### Clock network drawn from the DEF

Drawn at 3 px/micron.
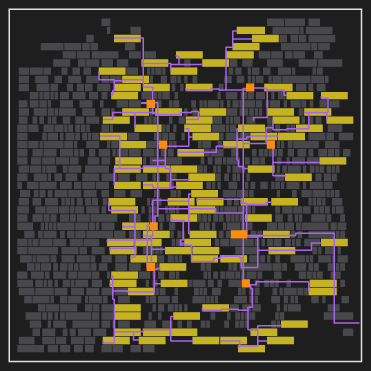
### M1 wires

Drawn at 2 px/micron. Supply wires on this layer in gray.
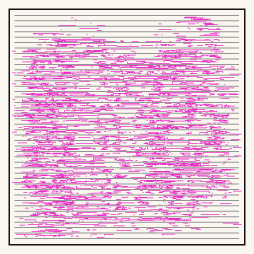
### Placement density heat map

Drawn at 3 px/micron. The die is cut into 12 by 12 equal tiles; white is low, dark blue is high, 0 to 100% covered.
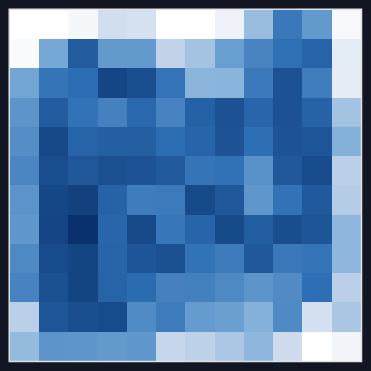
### The clock network

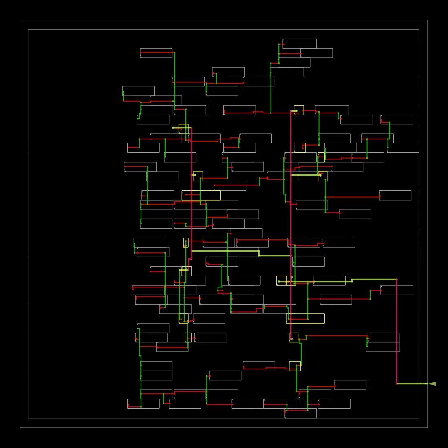
<file path="config.mk">
export PLATFORM = sky130hd
export DESIGN_NAME = dist_uart_reporter_flat
export DESIGN_NICKNAME = d
export VERILOG_FILES = /design/src/rtl/dist_uart_reporter_pkg.sv /design/src/rtl/dist_uart_reporter_if.sv /design/src/rtl/dist_uart_reporter_bin2bcd_seq.sv /design/src/rtl/dist_uart_reporter.sv /design/src/flat_wrapper.sv
export SDC_FILE = /design/constraint.sdc
export NUM_CORES = 1
export LEC_CHECK = 0
export CAP_MARGIN = 10
export CORE_MARGIN = 2
export CORE_UTILIZATION = 54
export CTS_BUF_LIST = sky130_fd_sc_hd__clkbuf_4
export DETAILED_ROUTE_END_ITERATION = 7
export GPL_TIMING_DRIVEN = 0
export PLACE_DENSITY = 0.82
export SETUP_SLACK_MARGIN = 0.5
export SLEW_MARGIN = 20
export SYNTH_ARGS = -nofsm -noshare
export SYNTH_HDL_FRONTEND = slang
export SYNTH_SLANG_ARGS = --single-unit
</file>
<file path="constraint.sdc">
create_clock -name clk -period 2.48 [get_ports clk]
set_input_delay 0.372 -clock clk [delete_from_list [all_inputs] [get_ports clk]]
set_output_delay 0.372 -clock clk [all_outputs]
set_load 0.01 [all_outputs]
</file>
<file path="src/rtl/dist_uart_reporter_pkg.sv">
// dist_report_pkg: shared ASCII codes, line FSM encoding and BCD sizing for the distance reporter
package dist_report_pkg;
  localparam logic [7:0] CR       = 8'h0D;
  localparam logic [7:0] LF       = 8'h0A;
  localparam logic [7:0] SPACE    = 8'h20;
  localparam logic [7:0] COLON    = 8'h3A;
  localparam logic [7:0] ZERO     = 8'h30;
  localparam logic [7:0] NINE     = 8'h39;
  localparam logic [7:0] LETTER_A = 8'h41;
  typedef enum logic [2:0] {S_IDLE, S_LOAD, S_CONV, S_PFX, S_SEP, S_DIG, S_CR, S_LF} state_t;
  function automatic int bcd_width(input int digits);
    return 4 * (digits + 1);
  endfunction
endpackage

</file>
<file path="src/rtl/dist_uart_reporter_if.sv">
// dist_uart_reporter_if: valid/ready byte stream from the reporter to the UART transmitter
interface dist_uart_reporter_if;
  logic [7:0] tx_byte;
  logic       tx_valid;
  logic       tx_ready;
  modport master(output tx_byte, output tx_valid, input tx_ready);
  modport slave(input tx_byte, input tx_valid, output tx_ready);
endinterface

</file>
<file path="src/rtl/dist_uart_reporter_bin2bcd_seq.sv">
// bin2bcd_seq: sequential shift-and-add-3 binary to BCD converter with overflow flag
module bin2bcd_seq
  import dist_report_pkg::*;
#(
  parameter int W      = 16,
  parameter int DIGITS = 5
) (
  input  logic                  clk,
  input  logic                  rst_n,
  input  logic                  start,
  input  logic [W-1:0]          bin,
  output logic                  done,
  output logic [4*DIGITS-1:0]   bcd,
  output logic                  ovf
);
  localparam int BW = bcd_width(DIGITS);
  localparam int CW = $clog2(W + 1);
  logic [BW-1:0] acc, adj;
  logic [W-1:0]  sh;
  logic [CW-1:0] cnt;
  logic          sticky;
  // add 3 to every BCD nibble that is 5 or more before the next shift
  always_comb begin
    adj = acc;
    for (int n = 0; n < BW / 4; n++)
      adj[4*n +: 4] = (acc[4*n +: 4] >= 4'd5) ? acc[4*n +: 4] + 4'd3 : acc[4*n +: 4];
  end
  // one shift per cycle; bits pushed out of the top nibble are remembered as overflow
  always_ff @(posedge clk or negedge rst_n) begin
    if (!rst_n) begin
      acc    <= '0;
      sh     <= '0;
      cnt    <= '0;
      sticky <= 1'b0;
      done   <= 1'b0;
    end else begin
      done <= 1'b0;
      if (start) begin
        acc    <= '0;
        sh     <= bin;
        cnt    <= CW'(W);
        sticky <= 1'b0;
      end else if (cnt != '0) begin
        acc    <= {adj[BW-2:0], sh[W-1]};
        sh     <= sh << 1;
        sticky <= sticky | adj[BW-1];
        cnt    <= cnt - CW'(1);
        done   <= cnt == CW'(1);
      end
    end
  end
  assign bcd = acc[4*DIGITS-1:0];
  assign ovf = sticky | (acc[BW-1 -: 4] != 4'd0);
endmodule

</file>
<file path="src/rtl/dist_uart_reporter.sv">
// dist_uart_reporter: latches multi-channel distances, prints each as an ASCII line and drives proximity alarms
module dist_uart_reporter
  import dist_report_pkg::*;
#(
  parameter int NCH        = 2,
  parameter int W          = 16,
  parameter int DIGITS     = 5,
  parameter int PREFIX_EN  = 1,
  parameter int ZERO_BLANK = 0,
  parameter int HYST       = 2
) (
  input  logic                 clk,
  input  logic                 rst_n,
  input  logic [NCH-1:0]       sample_valid,
  input  logic [NCH*W-1:0]     sample_data,
  input  logic [W-1:0]         threshold,
  dist_uart_reporter_if.master tx,
  output logic [NCH-1:0]       alarm,
  output logic                 busy,
  output logic                 overrun
);
  logic [W-1:0]          hold [NCH];
  logic [NCH-1:0]        pend, load_hit;
  state_t                state, nxt;
  logic [2:0]            ptr, pick, cur, dcnt;
  logic                  lead, done, ovf, xfer, last;
  logic [4*DIGITS-1:0]   bcd;
  logic [3:0]            d;
  logic [7:0]            dig_char;
  int                    c;
  bin2bcd_seq #(.W(W), .DIGITS(DIGITS)) u_conv (
    .clk  (clk),
    .rst_n(rst_n),
    .start(state == S_LOAD),
    .bin  (hold[pick]),
    .done (done),
    .bcd  (bcd),
    .ovf  (ovf)
  );
  // round-robin pick: first pending channel at or after the pointer, wrapping
  always_comb begin
    pick = ptr;
    c = 0;
    for (int k = NCH - 1; k >= 0; k--) begin
      c = int'(ptr) + k;
      if (c >= NCH) c -= NCH;
      if (pend[c]) pick = 3'(c);
    end
    load_hit = (state == S_LOAD) ? (NCH'(1) << pick) : '0;
  end
  // sample capture; a reload of a still-pending channel not being loaded is an overrun
  always_ff @(posedge clk or negedge rst_n) begin
    if (!rst_n) begin
      pend    <= '0;
      overrun <= 1'b0;
      for (int i = 0; i < NCH; i++) hold[i] <= '0;
    end else begin
      overrun <= |(sample_valid & pend & ~load_hit);
      for (int i = 0; i < NCH; i++) begin
        if (sample_valid[i]) begin
          hold[i] <= sample_data[i*W +: W];
          pend[i] <= 1'b1;
        end else if (load_hit[i]) pend[i] <= 1'b0;
      end
    end
  end
  // proximity alarm: set below threshold, release only at threshold+HYST or above
  always_ff @(posedge clk or negedge rst_n) begin
    if (!rst_n) alarm <= '0;
    else
      for (int i = 0; i < NCH; i++)
        if (sample_valid[i])
          alarm[i] <= (sample_data[i*W +: W] < threshold) ? 1'b1 :
                      ({1'b0, sample_data[i*W +: W]} >= {1'b0, threshold} + (W+1)'(HYST)) ? 1'b0 : alarm[i];
  end
  // line FSM state register
  always_ff @(posedge clk or negedge rst_n) begin
    if (!rst_n) state <= S_IDLE;
    else state <= nxt;
  end
  // line FSM transitions; byte states advance only on an accepted transfer
  always_comb begin
    nxt = state;
    case (state)
      S_IDLE:  nxt = (pend != '0) ? S_LOAD : S_IDLE;
      S_LOAD:  nxt = S_CONV;
      S_CONV:  nxt = done ? ((PREFIX_EN != 0) ? S_PFX : S_DIG) : S_CONV;
      S_PFX:   nxt = xfer ? S_SEP : S_PFX;
      S_SEP:   nxt = xfer ? S_DIG : S_SEP;
      S_DIG:   nxt = (xfer && last) ? S_CR : S_DIG;
      S_CR:    nxt = xfer ? S_LF : S_CR;
      S_LF:    nxt = xfer ? S_IDLE : S_LF;
      default: nxt = S_IDLE;
    endcase
  end
  // pointer, current channel, digit counter and leading-zero tracking
  always_ff @(posedge clk or negedge rst_n) begin
    if (!rst_n) begin
      ptr  <= '0;
      cur  <= '0;
      dcnt <= '0;
      lead <= 1'b1;
    end else if (state == S_LOAD) begin
      ptr  <= (pick == 3'(NCH - 1)) ? 3'd0 : pick + 3'd1;
      cur  <= pick;
      dcnt <= '0;
      lead <= 1'b1;
    end else if (state == S_DIG && xfer) begin
      dcnt <= dcnt + 3'd1;
      lead <= lead && (d == 4'd0);
    end
  end
  // byte stream outputs derived from state only, so they hold steady through stalls
  always_comb begin
    d        = bcd[4*(DIGITS-1-int'(dcnt)) +: 4];
    last     = dcnt == 3'(DIGITS - 1);
    dig_char = ovf ? NINE :
               (ZERO_BLANK != 0 && lead && d == 4'd0 && !last) ? SPACE : ZERO + {4'd0, d};
    tx.tx_valid = state inside {S_PFX, S_SEP, S_DIG, S_CR, S_LF};
    tx.tx_byte  = (state == S_PFX) ? LETTER_A + {5'd0, cur} :
                  (state == S_SEP) ? COLON :
                  (state == S_DIG) ? dig_char :
                  (state == S_CR)  ? CR :
                  (state == S_LF)  ? LF : 8'h00;
    busy = state != S_IDLE;
    xfer = tx.tx_valid && tx.tx_ready;
  end
endmodule

</file>
<file path="src/flat_wrapper.sv">
// flat-port wrapper written by rule: the top's interface ports become plain ports
module dist_uart_reporter_flat import dist_report_pkg::*;
#(
  parameter int NCH        = 2,
  parameter int W          = 16,
  parameter int DIGITS     = 5,
  parameter int PREFIX_EN  = 1,
  parameter int ZERO_BLANK = 0,
  parameter int HYST       = 2
)
  (clk, rst_n, sample_valid, sample_data, threshold, alarm, busy, overrun, tx_tx_byte, tx_tx_valid, tx_tx_ready);
  dist_uart_reporter_if tx_i ();
  input  logic clk;
  input  logic rst_n;
  input  logic [NCH-1:0] sample_valid;
  input  logic [NCH*W-1:0] sample_data;
  input  logic [W-1:0] threshold;
  output logic [NCH-1:0] alarm;
  output logic busy;
  output logic overrun;
  output wire logic [$bits(tx_i.tx_byte)-1:0] tx_tx_byte;
  output wire logic [$bits(tx_i.tx_valid)-1:0] tx_tx_valid;
  input wire logic [$bits(tx_i.tx_ready)-1:0] tx_tx_ready;
  assign tx_tx_byte = tx_i.tx_byte;
  assign tx_tx_valid = tx_i.tx_valid;
  assign tx_i.tx_ready = tx_tx_ready;
  dist_uart_reporter #(.NCH(NCH), .W(W), .DIGITS(DIGITS), .PREFIX_EN(PREFIX_EN), .ZERO_BLANK(ZERO_BLANK), .HYST(HYST)) u_core (.clk(clk), .rst_n(rst_n), .sample_valid(sample_valid), .sample_data(sample_data), .threshold(threshold), .tx(tx_i), .alarm(alarm), .busy(busy), .overrun(overrun));
endmodule
</file>
==> flow_summary.yaml <==
# generated from flow reports
status:
  outcome: "complete, but fails checks"
  failed_checks: "setup timing"
setup_path:
  path_max_fanout: 5
  setup.worst_path.end: "tx_tx_byte[3]"
  cp-start-kind: "flop"
  cpMaxStageDelayCell: "dfrtp_2"
power:
  maxPowerGroup: "combinational cells"
  cellLeakagePower_nw: 4.03
  pg_comb_mw: 4.61
  pwr-share-seq_pct: 31.7
synth:
  netlist_top_cells_count: "nand2_1 (126), dfrtp_1 (96), ha_1 (85), o21ai_0 (48), a21oi_1 (47)"
  syn_area_sq_um: 6890
  netlist_instances: 769
  yosys-stat-area_sq_um: 6890
  syn_nets: 907
  synth_seq_share_pct: 34.9
routing:
  vias: 6069
  ant_nets: 0
  first_pass_iters: 5
  vias_per_cell: 5.74
clocking:
  path_clk_slew_ns: 0.14
  postCtsSetupBuffers: 22
  ctsHoldBuffers: 1
  htreeDepth: 3
  clockBufferDepth: 2
timing:
  fmax_mhz: 354
  finalHoldViolations: 0
  setup_slack_ns: -0.347
  setup_viol: 4
  fin_crit_sh_pct: 114
grt:
  grt_pass1_vias: 6131
placed_design:
  io_buffers: 64
final_layout:
  buf_share_pct: 13.6
  largest_cell_class: "multi-input combinational cells"
  nFillCells: 978
  inv_count: 44
run:
  tool_warnings: 45
floorplan:
  fp_util_pct: 55.0
Back to the opening pictures, 'Clock network drawn from the DEF':
Orange stands for clock-net drivers, count 9. Yellow stands for flip-flops, count 96. Purple stands for clock wires, length 1,140 microns.
There are 10 routed clock nets.

Back to the opening pictures, 'M1 wires':
The layer holds 42% of the routed length. The layer carries 7,350 microns of wire. The wires run mostly horizontal.

Back to the opening pictures, 'Placement density heat map':
3.5% of the tiles are nearly empty. 40% of the tiles are over 75% full. The mean over all tiles is 63%.

Back to the opening pictures, 'The clock network':
P_clk: 960 uW
number of buffers created by CTS: 9
clock skew: 0.0227 ns

through the flow:
step                area, sq um  power, mW  setup TNS (ns)  std cells
floorplan                  7040       5.41               0        769
global placement           7900       6.41         -243.84       1005
detailed placement         7930       6.58           -3.03       1006
CTS                        8560       7.89           -1.18       1046
global route               8760       8.85           -1.75       1058
finish                     8760       8.16           -1.24       1058
cells by family after synthesis:
family,share of synthesized area [%]
adder cells (fa/ha/maj),15.6
XOR/XNOR,4.50
AND/OR/NAND/NOR,18.5
multiplexers,7.21
other,0.0544
flip-flops,34.9
buffers and inverters,4.63
AND-OR/OR-AND,14.6
routing by layer:
layer / GRT usage (%) / share of wire (%) / up-vias
li1: - / - / 2938
met1: 33.7 / 42 / 2915
met2: 46.7 / 50 / 174
met3: 3.19 / 3.9 / 42
met4: 11.3 / 3.5 / 0
met5: 0 / 0 / -
Power and IR drop assume default switching activity.
